Run 1, metal 1:
Scale bar: 20 um. Supply wires on this layer in gray.
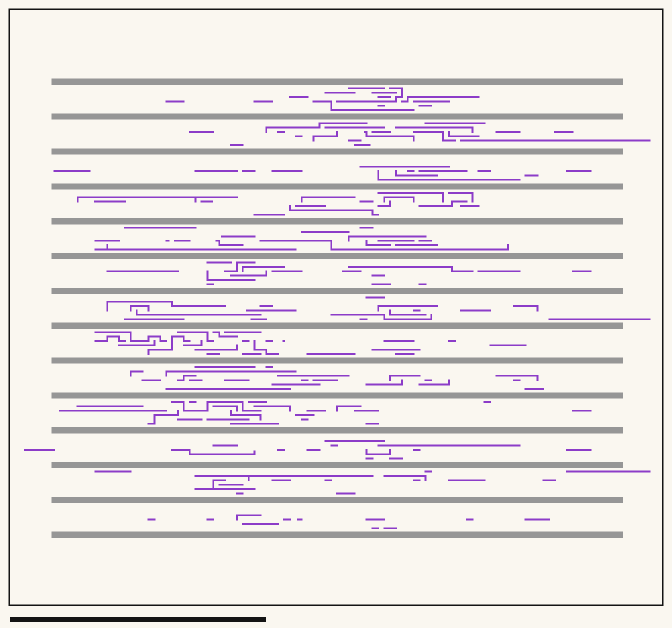
Run 1, signal wires on met2:
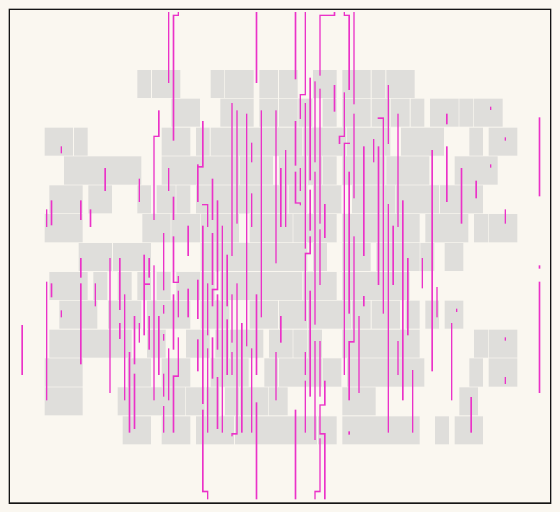
Run 1, M3 wires:
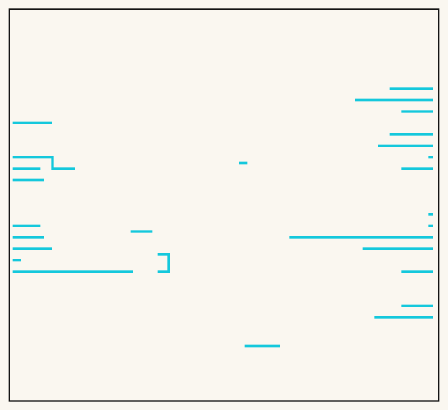
Run 1, cell classes on the final placement:
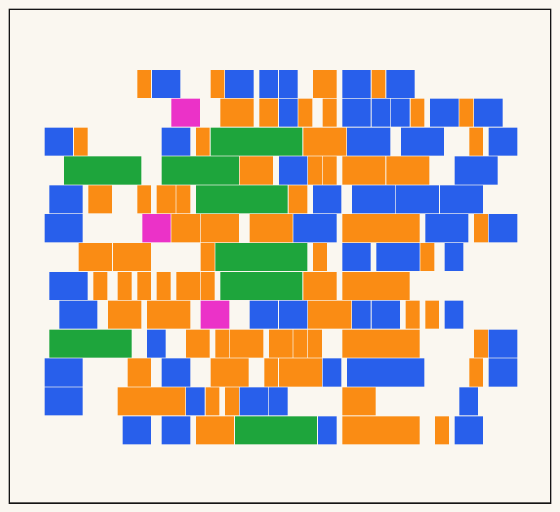
`config.mk`:
```
export PLATFORM = sky130hd
export DESIGN_NAME = interrupt_sequencer
export DESIGN_NICKNAME = d
export VERILOG_FILES = /design/src/rtl/interrupt_sequencer.sv
export SDC_FILE = /design/constraint.sdc
export NUM_CORES = 1
export LEC_CHECK = 0
export ABC_AREA = 1
export CAP_MARGIN = 0
export CORE_ASPECT_RATIO = 0.9
export CORE_MARGIN = 3
export CORE_UTILIZATION = 32
export CTS_CLUSTER_SIZE = 30
export DETAILED_ROUTE_END_ITERATION = 6
export GPL_TIMING_DRIVEN = 0
export PLACE_DENSITY = 0.86
export SLEW_MARGIN = 20
export SYNTH_ARGS = -nofsm -noshare
export SYNTH_HDL_FRONTEND = slang
export SYNTH_SLANG_ARGS = --single-unit
```
`constraint.sdc`:
```
create_clock -name ph1 -period 1.15 [get_ports ph1]
set_clock_uncertainty 0.2 [all_clocks]
set_input_delay 0.23 -clock ph1 [delete_from_list [all_inputs] [get_ports ph1]]
set_output_delay 0.23 -clock ph1 [all_outputs]
set_load 0.005 [all_outputs]
```
`src/rtl/interrupt_sequencer.sv`:
```
// Interrupt entry sequencer for the 6502 core: arbitrates reset/NMI/BRK/IRQ and
// steps the shared datapath through three stack pushes and a two-byte vector fetch.
module interrupt_sequencer (
  input  logic        ph1,
  input  logic        reset,
  input  logic        nmib,
  input  logic        irqb,
  input  logic        iflag,
  input  logic        brk_req,
  input  logic        instr_boundary,
  output logic        seq_busy,
  output logic [1:0]  addr_sel,
  output logic [15:0] vector_addr,
  output logic [1:0]  push_sel,
  output logic        b_flag,
  output logic        mem_we,
  output logic        sp_dec,
  output logic        pcl_load,
  output logic        pch_load,
  output logic        set_iflag,
  output logic [1:0]  svc_kind
);

  typedef enum logic [2:0] {RSTW, IDLE, PCH, PCL, PSR, VLO, VHI} state_t;

  localparam logic [1:0] KIND_RESET = 2'b01;
  localparam logic [1:0] KIND_NMI   = 2'b10;
  localparam logic [1:0] KIND_IRQ   = 2'b11;

  state_t     state;
  logic [1:0] kind;
  logic       brk_captured;
  logic       nmi_prev;
  logic       nmi_pend;
  logic       pend_clear;
  logic [15:0] base;

  // The pending NMI is consumed as the sequence enters VLO on the NMI vector,
  // including an IRQ/BRK sequence that gets hijacked on the way.
  assign pend_clear = (state == PSR) &&
                      ((kind == KIND_NMI) || ((kind == KIND_IRQ) && nmi_pend));

  always_ff @(posedge ph1) begin
    if (reset) begin
      state        <= RSTW;
      kind         <= KIND_RESET;
      brk_captured <= 1'b0;
      nmi_prev     <= 1'b1;
      nmi_pend     <= 1'b0;
    end else begin
      nmi_prev <= nmib;
      case (state)
        RSTW: state <= PCH;
        IDLE: begin
          if (nmi_pend && instr_boundary) begin
            kind         <= KIND_NMI;
            brk_captured <= 1'b0;
            state        <= PCH;
          end else if (brk_req) begin
            kind         <= KIND_IRQ;
            brk_captured <= 1'b1;
            state        <= PCH;
          end else if (!irqb && !iflag && instr_boundary) begin
            kind         <= KIND_IRQ;
            brk_captured <= 1'b0;
            state        <= PCH;
          end
        end
        PCH: state <= PCL;
        PCL: state <= PSR;
        PSR: begin
          if ((kind == KIND_IRQ) && nmi_pend) kind <= KIND_NMI;
          state <= VLO;
        end
        VLO: state <= VHI;
        VHI: state <= IDLE;
        default: state <= RSTW;
      endcase
      // A fresh falling edge wins over a same-cycle clear so it is never lost.
      if (nmi_prev && !nmib) nmi_pend <= 1'b1;
      else if (pend_clear)   nmi_pend <= 1'b0;
    end
  end

  always_comb begin
    case (kind)
      KIND_NMI:   base = 16'hFFFA;
      KIND_RESET: base = 16'hFFFC;
      default:    base = 16'hFFFE;
    endcase
  end

  always_comb begin
    seq_busy    = (state != IDLE);
    addr_sel    = 2'b00;
    push_sel    = 2'b00;
    mem_we      = 1'b0;
    sp_dec      = 1'b0;
    pcl_load    = 1'b0;
    pch_load    = 1'b0;
    set_iflag   = 1'b0;
    b_flag      = brk_captured;
    vector_addr = base;
    svc_kind    = kind;
    case (state)
      RSTW: svc_kind = KIND_RESET;
      IDLE: svc_kind = 2'b00;
      PCH, PCL, PSR: begin
        addr_sel = 2'b01;
        sp_dec   = 1'b1;
        mem_we   = (kind != KIND_RESET);
        if (state == PCL)      push_sel = 2'b01;
        else if (state == PSR) push_sel = 2'b10;
      end
      VLO: begin
        addr_sel = 2'b10;
        pcl_load = 1'b1;
      end
      VHI: begin
        addr_sel    = 2'b10;
        vector_addr = base | 16'h0001;
        pch_load    = 1'b1;
        set_iflag   = 1'b1;
      end
      default: ;
    endcase
  end

endmodule

```
==> Table 3: Implementation characteristics, run 1 <==
Characteristics after synthesis and place and route

Parameter                              Value

Floorplan
  Top-level I/O count .................. 36
  Horizontal die size .................. 50.9 um
  Tap Count .................. 22
  Chip Height .................. 46.4 um
  Core ar. .................. 1580 um2
  Number of cell rows .................. 13
  Die area .................. 2360 um2
  Starting Density .................. 36.8%

STA
  Fin worst setup slack .................. -0.423 ns
  Post-route minimum period .................. 1.57 ns
  Post-layout period usage of the worst path .................. 137%
  Final number of max-transition violations .................. 0
  Maximum operating frequency .................. 636 MHz
  Setup violations, final .................. 21
  Unrepaired setup endpoints after global routing .................. yes
  Final hold violation count .................. 0
  WHS .................. 0.228 ns

Synthesis
  Yosys cell count .................. 78
  Library cells used by synthesis .................. 22
  Seq cells post-synth .................. 8
  Area fraction of the dominant cell type after synthesis .................. 27.6%
  Synthesized area divided by synthesized cell count .................. 7.44 um2
  Post-synthesis sequential area ratio .................. 27.6%
  Area contributors post-synth .................. dfxtp_1 28%, buf_4 19%, nand2_1 7.8%, nand3_2 5.2%, inv_1 5.2%
  Post-synthesis instance area .................. 581 um2
  Yosys warning total .................. 0
  Chip Area, Yosys .................. 581 um2
  Cell type with the highest aggregate area in the netlist .................. dfxtp_1
  Instance tally after logic synthesis .................. 78

Finish
  Flip-flop and latch count .................. 8
  FILL cells .................. 127
  Count of clock buffers in the final design .................. 3
  Fraction of final layout cells sized beyond drive strength 1 .................. 67.4%
  Fraction of standard cell area that is sequential .................. 15.7%
  Number of signal-net buffers in the layout .................. 54
  Combinational fraction of the cell area .................. 35.6%
  Biggest area consumer among cell classes .................. buffers
  Area of the multi-input gates .................. 398 um2
  Clock buf/inv share .................. 2.01%
  Multi-input gates .................. 55
  Area taken by flip-flops and latches .................. 175 um2
  Ant. Diodes .................. 0
  Non-clock inverter count .................. 12
  Growth of design area from synthesis to finish .................. 92.7%
  Final net count .................. 141
  Data-path buffer share of cell area in the final layout .................. 38.5%
  Most frequent standard cell in the layout excluding fill and tap cells .................. buf_4
  Top cells excl fill/tap .................. 24 x buf_4, 14 x buf_2, 13 x conb_1, 9 x nand2_1, 9 x buf_6

Min path
  Hold Crit Depth .................. 2
  Sink of the worst hold path .................. nmi_pend
  Type of the tightest min-delay check .................. reg -> reg
  Hold path startpoint .................. nmi_prev

Worst setup path
  Critical path class .................. reg -> out
  Source of the worst register-to-register timing path .................. state[0]
  CP startpoint .................. state[2]
  Cell depth of the worst flop-to-flop path .................. 8
  End of the critical path .................. set_iflag
  CP Data Required Time .................. 0.72 ns
  R2R Setup Slk .................. -0.22 ns
  CP Max Fanout .................. 4
  Arrival time of the worst setup path .................. 1.14 ns
  Type of destination of the critical path .................. output port
  Critical register-to-register path endpoint .................. kind[0]
  CP startpoint kind .................. flip-flop

Global route
  Remaining global-route overflow .................. 0
  Number of global-route vias before repair .................. 611
  Initial antenna violation count .................. 0
  Aggregate global-route resource usage .................. 15.0%
  Wire length of the first global-routing pass .................. 2590 um
  Largest net degree at the start of global routing .................. 7

Pwr
  Power dissipated in combinational cells .................. 0.000420 W
  Internal Power .................. 0.000640 W
  Power in the clock group .................. 0.000210 W
  Leakage power figure .................. 0.557 nW
  Net switching power .................. 0.000322 W
  Group with the largest share of power .................. combinational cells
  Combinational group share of total power .................. 43.7%
  Sequential Power Share .................. 34.6%
  Seq power .................. 0.000333 W
  Peak supply drop .................. 0.000523 V
  Power density normalized to cell area .................. 861 nW/um2
  Clock network power share .................. 21.8%
  Switching part of the total .................. 33.5%

Detailed routing
  Post-route DRC violation count .................. 0
  Violation count after the first detailed-routing iteration .................. 9
  WL/cell .................. 11.0 um
  Total iterations of the first detailed-routing run .................. 4
  Detailed-route vias per instance .................. 4.21
  Number of nets with antenna violations after detailed routing .................. 0

CTS
  Cell at the root of the clock tree .................. clkbuf_4
  Number of buffers created by CTS .................. 3
  CTS Hold Buffers Added .................. 0
  Post-CTS clock slew at the launch and capture registers of the worst setup and hold paths .................. 0.05 ns
  Clk Latency, worst-skew pair .................. 0.25 ns
  Number of sinks handled by clock tree synthesis .................. 8
  H-tree depth reported by CTS .................. 1
  Clock tree from TritonCTS .................. yes
  Setup fix buffers added after clock tree synthesis .................. 16
  Max Buffers Root-to-Sink .................. 2
  Resize count post-CTS .................. 99

Placement
  Placer's final routability congestion estimate .................. 0.763
  Worst slack at placement .................. -0.604 ns
  Detailed Place HPWL .................. 993 um
  I/O Buffers .................. 22

Job
  Count of tool warnings .................. 29
  Number of max-cap violations .................. 0

Status
  Status .................. complete, but fails checks
  Violations in the final reports .................. negative setup slack
About 'metal 1':
- wire length on this layer: 622 um
- main direction: horizontal
- share of all routed wire: 37%
- longest straight run: 15.6 um
- nets with wire on the layer: 112
met1 demand-to-capacity share in global routing: 14.5%
count of vias placed by the detailed router: 648
final routed wirelength across all metal layers: 1700 um

About 'signal wires on met2':
- main direction: vertical
- nets with wire on the layer: 118
- longest straight run: 21.8 um
- wire length on this layer: 929 um
- share of all routed wire: 55%

About 'M3 wires':
- nets with wire on the layer: 26
- longest straight run: 16.8 um
- main direction: horizontal
met3 GRT Util: 3.56%

About 'cell classes on the final placement':
- blue: remaining buffers and delay cells (cells 54; share of their area 39%)
- green: registers (cells 8; share of their area 16%)
- magenta: clock-net drivers (cells 3; share of their area 2.1%)
- orange: remaining logic cells (cells 67; share of their area 42%)

run 1: metal layers:
layer	vias to the layer above	share of wire, %	GRT usage (%)
li1	328	-	-
met1	289	37	14.5
met2	29	55	30.7
met3	2	7.4	3.56
met4	0	1.2	6.45
met5	-	0	0
run 1: Yosys cell counts:
| master | count |
|---|---|
| nand3_2 | 3 |
| nand3_1 | 3 |
| nor2_2 | 1 |
| conb_1 | 1 |
| inv_1 | 8 |
| inv_2 | 2 |
| or2_2 | 1 |
| nor2_1 | 5 |
| o22ai_1 | 1 |
| inv_4 | 2 |
| nand2_2 | 1 |
| a21oi_2 | 3 |
| nor2_8 | 1 |
| dfxtp_1 | 8 |
| nand2_4 | 2 |
| o21ai_1 | 1 |
| nand4_1 | 1 |
| buf_4 | 15 |
| o211ai_1 | 1 |
| nand2_1 | 12 |
| a21oi_1 | 5 |
| a21boi_0 | 1 |
run 1: critical path, stage by stage, from the launching register on:
cell     delay (ns)
dfxtp_4        0.38
inv_8          0.05
nor2_4         0.11
inv_2          0.06
nor2_4         0.11
buf_6          0.11
buf_6          0.08
run 1: through the flow:
step                      instances  area, um2  TNS (ns)  total power, W  util (%)
after floorplan                  90        637    -0.184        0.000508         -
after global placement          134        885     -8.83        0.000620      56.1
after detailed placement        134        885     -9.15        0.000627      56.1
after CTS                       152       1080     -5.85        0.000933      68.4
after global routing            154       1120     -7.32         0.00103      70.9
final                           154       1120     -6.15        0.000963      70.9
run 1: cells by family after synthesis:
logic type | count (synthesis) | synth area share, %
buffers and inverters | 27 | 28.0
other | 1 | 0.646
AND-OR/OR-AND | 12 | 13.4
flip-flops | 8 | 27.6
AND/OR/NAND/NOR | 30 | 30.4
run 1: state kept, by name, summed over array words and instances, names as in the netlist:
name	cells
state	3
b_flag	1
nmi_pend	1
nmi_prev	1
kind	2
Run 1, congestion heat map:
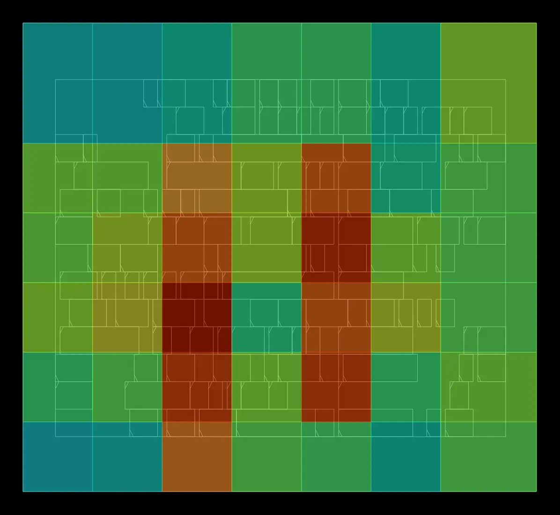

--- run 2 (diff from run 1) ---
SETUP_SLACK_MARGIN = 0.2   (was unset)
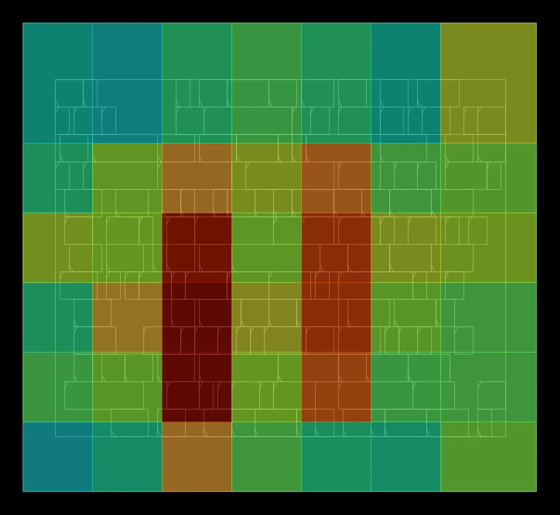
Run 2: congestion heat map
aggregate global-route resource usage: 15.8%
routing layer with the top usage in global route: met2
WL/cell: 12.5 um
met2 routing resource usage after global routing: 31.3%

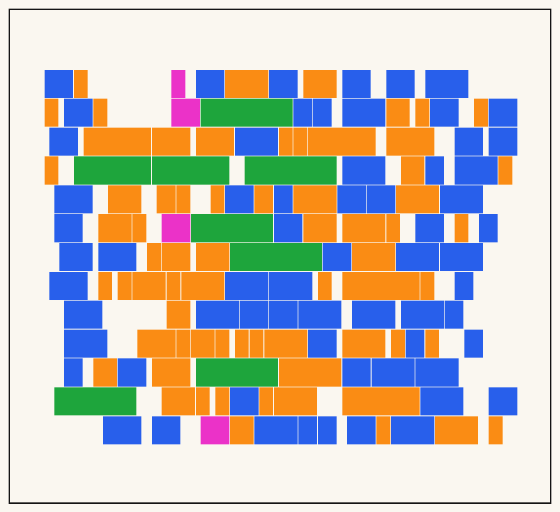
Run 2: cell classes on the final placement
- magenta: clock drivers and dummy loads (cells 4; share of their area 2.1%)
- blue: remaining buffers and delay cells (cells 65; share of their area 44%)
- green: registers (cells 8; share of their area 14%)
- orange: remaining logic cells (cells 67; share of their area 40%)

==> run 2 against run 1 <==
  * The flow still finishes with violations (negative setup slack)
  * Area after synthesis is the same
  * Global-route usage is 0.80 points higher
  * Clock power increased by 17%
  * Cell area up 13%
  * Sequential share of layout area shrank 1.8 points
==> Table 3: Implementation characteristics, run 2 <==
Characteristics after synthesis and place and route

Parameter                              Value

Finish
  Final cell utilization of the core .................. 80.2%
  Largest registers .................. state: 3 flops, kind: 2 flops
  Fraction of final layout cells sized beyond drive strength 1 .................. 72.2%
  Reg with most FFs .................. state
  Most frequent standard cell in the layout excluding fill and tap cells .................. buf_4
  Final net count .................. 152
  Max FFs per register .................. 3
  Top cells excl fill/tap .................. 27 x buf_4, 20 x buf_6, 13 x conb_1, 10 x buf_2, 9 x nand2_1
  Ant. Diodes .................. 0
  Growth of design area from synthesis to finish .................. 118%

Detailed routing
  Violation count after the first detailed-routing iteration .................. 4
  Detailed-route vias per instance .................. 4.17
  Count of vias placed by the detailed router .................. 692
  Post-route DRC violation count .................. 0
  Number of nets with antenna violations after detailed routing .................. 0
  Total iterations of the first detailed-routing run .................. 3
  Final routed wirelength across all metal layers .................. 2080 um

Pwr
  Leakage power figure .................. 0.622 nW
  Power density normalized to cell area .................. 864 nW/um2
  Peak supply drop .................. 0.000691 V

Worst setup path
  Type of destination of the critical path .................. output port
  Critical path class .................. reg -> out
  Arrival time of the worst setup path .................. 1.23 ns
  CP Data Required Time .................. 0.72 ns
  CP startpoint kind .................. flip-flop
  CP Max Fanout .................. 3

Placement
  Detailed Place HPWL .................. 1110 um
  Worst slack at placement .................. -0.588 ns
  I/O Buffers .................. 22
  Placer's final routability congestion estimate .................. 0.819

CTS
  Number of buffers created by CTS .................. 3
  Clock tree from TritonCTS .................. yes
  Post-CTS clock slew at the launch and capture registers of the worst setup and hold paths .................. 0.06 ns
  Max Buffers Root-to-Sink .................. 2
  Cell at the root of the clock tree .................. clkbuf_4
  Clk Latency, worst-skew pair .................. 0.26 ns
  Number of sinks handled by clock tree synthesis .................. 8
  H-tree depth reported by CTS .................. 1

Floorplan
  Die area .................. 2360 um2
  Top-level I/O count .................. 36
  Starting Density .................. 36.8%
  Chip Height .................. 46.4 um
  Core ar. .................. 1580 um2
  Horizontal die size .................. 50.9 um
  Number of cell rows .................. 13

Global route
  Wire length of the first global-routing pass .................. 2690 um
  Met1 demand-to-capacity share in global routing .................. 15.4%
  Remaining global-route overflow .................. 0
  Met3 GRT Util .................. 3.24%
  Number of global-route vias before repair .................. 602
  Largest net degree at the start of global routing .................. 7
  Initial antenna violation count .................. 0

Synthesis
  Area contributors post-synth .................. dfxtp_1 28%, buf_4 19%, nand2_1 7.8%, nand3_2 5.2%, inv_1 5.2%
  Async set-reset flop share out of synthesis .................. 0%
  Area fraction of the dominant cell type after synthesis .................. 27.6%
  Library cells used by synthesis .................. 22
  Cell types with the highest counts after synthesis .................. 15 x buf_4, 12 x nand2_1, 8 x dfxtp_1, 8 x inv_1
  Instance tally after logic synthesis .................. 78
  Cell type with the highest aggregate area in the netlist .................. dfxtp_1
  Chip Area, Yosys .................. 581 um2
  Yosys cell count .................. 78
  Most used flip-flop cell after synthesis .................. dfxtp_1
  Post-synthesis sequential area ratio .................. 27.6%
  Most common cell in the netlist .................. buf_4
  Seq cells post-synth .................. 8
  Post-synthesis instance area .................. 581 um2
  EDFF count, synth .................. 0
  Yosys warning total .................. 0
  Synthesized area divided by synthesized cell count .................. 7.44 um2

Job
  Count of tool warnings .................. 29
  Number of max-cap violations .................. 0

STA
  Maximum operating frequency .................. 602 MHz
  Final number of max-transition violations .................. 0
  Post-route minimum period .................. 1.66 ns
  Final hold violation count .................. 0
  Unrepaired setup endpoints after global routing .................. yes
  Post-layout period usage of the worst path .................. 144%
  Setup violations, final .................. 22
  WHS .................. 0.208 ns
  Fin worst setup slack .................. -0.511 ns
  Total negative setup slack .................. -6.78 ns

Status
  Violations in the final reports .................. negative setup slack
  Status .................. complete, but fails checks

Min path
  Type of the tightest min-delay check .................. in -> reg
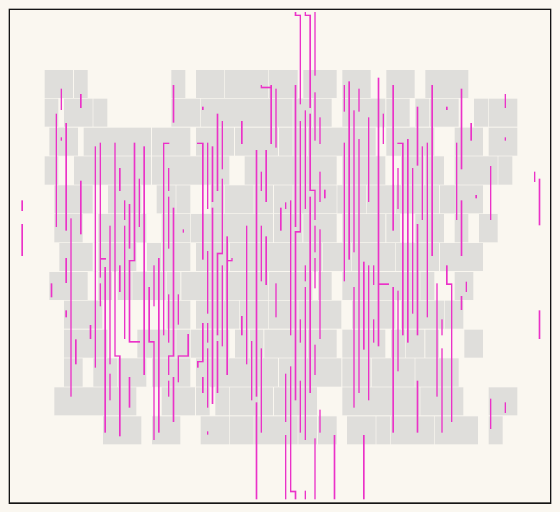
Run 2: signal wires on met2
- nets with wire on the layer: 126
- longest straight run: 25.2 um
- wire length on this layer: 1100 um
- main direction: vertical
- share of all routed wire: 53%

[run 2: cell counts after synthesis]
Identical to the previous run, type by type.
[run 2: layout make-up]
cell class / count / area (um2)
Buffer: 15 / 120
Clock buffer: 4 / 26.3
Fill cell: 107 / 313
Inverter: 12 / 72.6
Multi-Input combinational cell: 55 / 417
Sequential cell: 8 / 175
Tap cell: 22 / 27.5
Timing Repair Buffer: 50 / 427
[run 2: per-stage QoR]
step           instance area (um2)  power, W  std cells
2_1_floorplan                  669  0.000523         90
3_3_place_gp                   917  0.000636        134
3_5_place_dp                   917  0.000644        134
4_1_cts                       1110  0.000977        156
5_1_grt                       1260   0.00115        166
6_report                      1260   0.00109        166
[run 2: cell families after synthesis]
family,share of synthesized area (%)
DFF,27.6
AOI/OAI and AO/OA,13.4
buffers and inverters,28.0
other,0.646
and+or+nand+nor,30.4
[run 2: final timing paths]
kind	startpoint	to	slack [ns]	depth (start not counted)
min reg2reg	nmi_prev	nmi_pend	0.24	2
max reg2reg	state[1]	kind[0]	-0.23	8
min	reset	state[0]	0.21	2
max	state[2]	mem_we	-0.51	5
[run 2: where the power goes]
group          switching [W]  internal (W)
Sequential         0.0000329      0.000302
Combinational       0.000234      0.000278
Clock               0.000112      0.000134
[run 2: critical path, stage by stage (launching register included)]
cell	delay [ns]
dfxtp_4	0.39
buf_6	0.11
nand3_4	0.07
buf_6	0.14
a21boi_2	0.13
buf_2	0.14
[run 2: timing repair]
item                                    in CTS  in global routing
buffers inserted                            18                 10
hold buffers                                 0                  0
gates resized                               84                 30
pin swaps                                   10                  6
endpoints found under the setup margin      24                 23
[run 2: layer usage]
metal,routed length [um],up-vias
met5,0,-
met1,777,303
li1,-,353
met4,57,0
met3,136,5
met2,1100,31
Run 2, metal 1:
Scale bar: 20 um. Supply wires on this layer in gray.
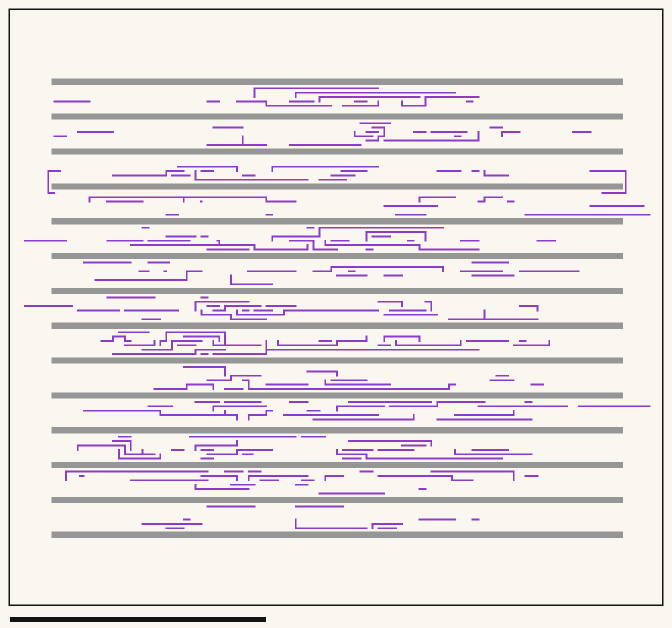

--- run 3 (diff from run 2) ---
CORE_UTILIZATION = 34   (was 32)
CTS_BUF_LIST = sky130_fd_sc_hd__clkbuf_8   (was unset)
PLACE_DENSITY = 0.9   (was 0.86)
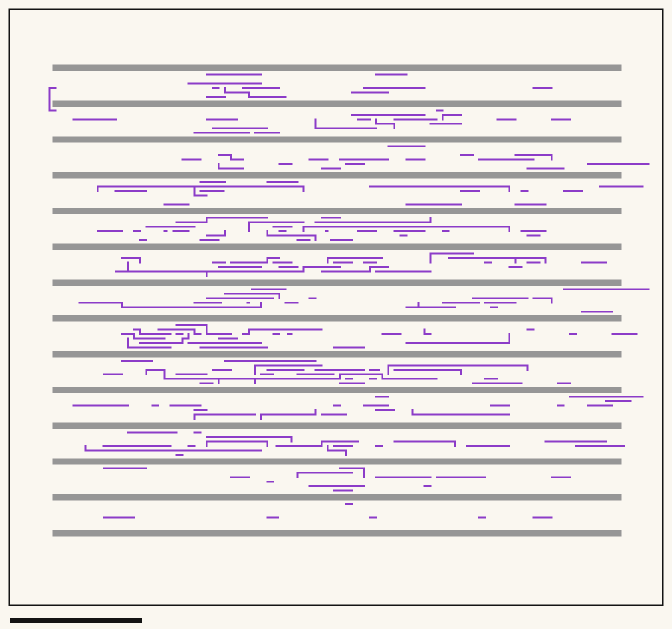
Run 3: metal 1
Scale bar: 10 um. Supply wires on this layer in gray.
- main direction: horizontal
- share of all routed wire: 31%
- longest straight run: 15.6 um
- wire length on this layer: 621 um
count of vias placed by the detailed router: 699
met1 demand-to-capacity share in global routing: 12.3%
final routed wirelength across all metal layers: 1980 um

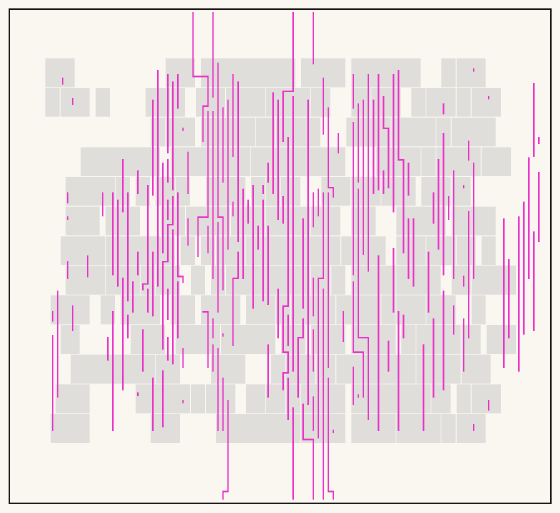
Run 3: signal wires on met2
- longest straight run: 27.9 um
- share of all routed wire: 56%
- nets with wire on the layer: 127
- main direction: vertical
- wire length on this layer: 1100 um

==> run 3 against run 2 <==
  * The run still ends with negative setup slack left
  * First-iteration DRC count stayed put
  * Area after synthesis stayed put
  * Global-route usage is 0.58 points higher
  * Cell count is 3.0% lower
  * Wire length is 4.8% lower
  * Non-clock buffer count is 5 lower
  * Sequential cell count stayed put
  * Sequential power hardly changed
  * Maximum frequency is 3.4% higher
  * Clock power is 46% higher
  * Critical endpoint is now vector_addr[0]
==> Table 3: Implementation characteristics, run 3 <==
Characteristics after synthesis and place and route

Parameter                              Value

Global route
  Number of global-route vias before repair .................. 682
  Aggregate global-route resource usage .................. 16.4%
  Wire length of the first global-routing pass .................. 2740 um
  Initial antenna violation count .................. 0
  Largest net degree at the start of global routing .................. 7
  Remaining global-route overflow .................. 0

Detailed routing
  Number of nets with antenna violations after detailed routing .................. 0
  Post-route DRC violation count .................. 0
  Detailed-route vias per instance .................. 4.34
  Total iterations of the first detailed-routing run .................. 3
  WL/cell .................. 12.3 um
  Violation count after the first detailed-routing iteration .................. 4

CTS
  Post-CTS clock slew at the launch and capture registers of the worst setup and hold paths .................. 0.05 ns
  Cell at the root of the clock tree .................. clkbuf_8
  Clock tree from TritonCTS .................. yes
  CTS Hold Buffers Added .................. 0
  H-tree depth reported by CTS .................. 1
  Number of buffers created by CTS .................. 3
  Clk Latency, worst-skew pair .................. 0.24 ns
  Number of sinks handled by clock tree synthesis .................. 8
  Max Buffers Root-to-Sink .................. 2

Synthesis
  Most used flip-flop cell after synthesis .................. dfxtp_1
  Area contributors post-synth .................. dfxtp_1 28%, buf_4 19%, nand2_1 7.8%, nand3_2 5.2%, inv_1 5.2%
  Yosys warning total .................. 0
  Async set-reset flop share out of synthesis .................. 0%
  Area fraction of the dominant cell type after synthesis .................. 27.6%
  EDFF count, synth .................. 0
  Chip Area, Yosys .................. 581 um2
  Library cells used by synthesis .................. 22
  Post-synthesis sequential area ratio .................. 27.6%
  Instance tally after logic synthesis .................. 78
  Cell type with the highest aggregate area in the netlist .................. dfxtp_1
  Post-synthesis instance area .................. 581 um2
  Most common cell in the netlist .................. buf_4
  Seq cells post-synth .................. 8
  Synthesized area divided by synthesized cell count .................. 7.44 um2
  Yosys cell count .................. 78
  Cell types with the highest counts after synthesis .................. 15 x buf_4, 12 x nand2_1, 8 x dfxtp_1, 8 x inv_1

STA
  Maximum operating frequency .................. 623 MHz
  WHS .................. 0.0210 ns
  Unrepaired setup endpoints after global routing .................. yes
  Post-layout period usage of the worst path .................. 140%
  Total negative setup slack .................. -5.88 ns
  Final hold violation count .................. 0
  Post-route minimum period .................. 1.61 ns
  Setup violations, final .................. 21
  Fin worst setup slack .................. -0.456 ns
  Final number of max-transition violations .................. 0

Worst setup path
  Critical path class .................. reg -> out
  Type of destination of the critical path .................. output port
  Arrival time of the worst setup path .................. 1.18 ns
  CP startpoint kind .................. flip-flop
  CP Max Fanout .................. 3
  R2R Setup Slk .................. -0.20 ns
  Source of the worst register-to-register timing path .................. state[2]
  CP startpoint .................. state[0]
  CP Data Required Time .................. 0.72 ns

Min path
  Hold path startpoint .................. nmib
  Type of the tightest min-delay check .................. in -> reg

Finish
  Area of the multi-input gates .................. 407 um2
  Max FFs per register .................. 3
  Growth of design area from synthesis to finish .................. 111%
  Most frequent standard cell in the layout excluding fill and tap cells .................. buf_4
  Reg with most FFs .................. state
  Final std cell area, no fill .................. 1220 um2
  Top cells excl fill/tap .................. 26 x buf_4, 16 x buf_6, 13 x conb_1, 11 x buf_2, 7 x nand2_1
  Final cell utilization of the core .................. 80.0%
  FILL cells .................. 109
  Final Non-Filler Cells .................. 161
  Largest registers .................. state: 3 flops, kind: 2 flops
  Fraction of final layout cells sized beyond drive strength 1 .................. 71.2%
  Final net count .................. 147
  Area taken by flip-flops and latches .................. 175 um2
  Ant. Diodes .................. 0

Pwr
  Total power .................. 0.00116 W
  Power density normalized to cell area .................. 947 nW/um2
  Leakage power figure .................. 0.611 nW
  Peak supply drop .................. 0.000781 V

Floorplan
  Horizontal die size .................. 49.6 um
  Top-level I/O count .................. 36
  Chip Height .................. 45.2 um
  Number of cell rows .................. 13
  Starting Density .................. 38.0%
  Die area .................. 2240 um2

Placement
  Post-DP Area .................. 917 um2
  Detailed Place HPWL .................. 1090 um
  I/O Buffers .................. 22
  Worst slack at placement .................. -0.593 ns
  Placed instance count .................. 134
  Placer's final routability congestion estimate .................. 0.787

Job
  Count of tool warnings .................. 29
  Number of max-cap violations .................. 0

Status
  Violations in the final reports .................. negative setup slack
  Status .................. complete, but fails checks
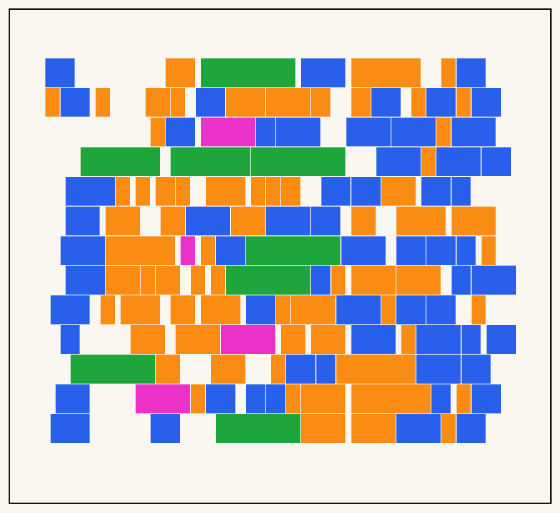
Run 3: cell classes on the final placement
- orange: remaining logic cells (cells 67; share of their area 40%)
- blue: remaining buffers and delay cells (cells 60; share of their area 42%)
- magenta: clock drivers and dummy loads (cells 4; share of their area 3.8%)
- green: registers (cells 8; share of their area 15%)
Core ar.: 1530 um2
fraction of standard cell area that is sequential: 14.3%

==> run 3: layer usage <==
metal | vias to the layer above | wire length (um) | GRT usage, %
met4 | 0 | 79 | 13.3
met2 | 37 | 1100 | 35.6
met3 | 9 | 175 | 3.30
met5 | - | 0 | 0
met1 | 311 | 620 | 12.3
li1 | 342 | - | -
==> run 3: path summary, 6_finish.rpt <==
kind | end | cells past startpoint
worst max register to register | nmi_pend | 6
worst min-delay path | nmi_prev | 2
worst min register to register | nmi_pend | 2
worst max-delay path | vector_addr[0] | 6
==> run 3: where the power goes <==
group	internal (W)	switching, W
sequential	0.000304	0.0000311
combinational	0.000247	0.000220
clock	0.000232	0.000125
total	0.000783	0.000376
==> run 3: cell type report <==
cell class / instances / share of cell area, %
multi-input combinational: 55 / 33.2
inverter: 12 / 5.52
timing repair buffer: 45 / 31.2
sequential: 8 / 14.3
clock inverter: 1 / 0.307
buffer: 15 / 9.82
tap: 22 / 2.25
clock buffer: 3 / 3.37
==> run 3: cell families (layout without fill, tap and decap cells) <==
group | after synthesis | count (layout) | share of synthesized area (%)
and+or+nand+nor | 30 | 30 | 30.4
buffers and inverters | 27 | 76 | 28.0
AOI/OAI and AO/OA | 12 | 12 | 13.4
DFF | 8 | 8 | 27.6
other | 1 | 13 | 0.646
==> run 3: repair_timing <==
item	in CTS	in global routing
pin swaps	8	3
gates resized	99	11
endpoints found under the setup margin	24	24
setup buffers	18	5
==> run 3: critical path, stage by stage, from the launching register on <==
cell	delay [ns]
dfxtp_4	0.36
buf_6	0.13
nor2_4	0.10
inv_2	0.06
nor2_4	0.11
buf_6	0.11
buf_6	0.08
Power and IR drop assume default switching activity.
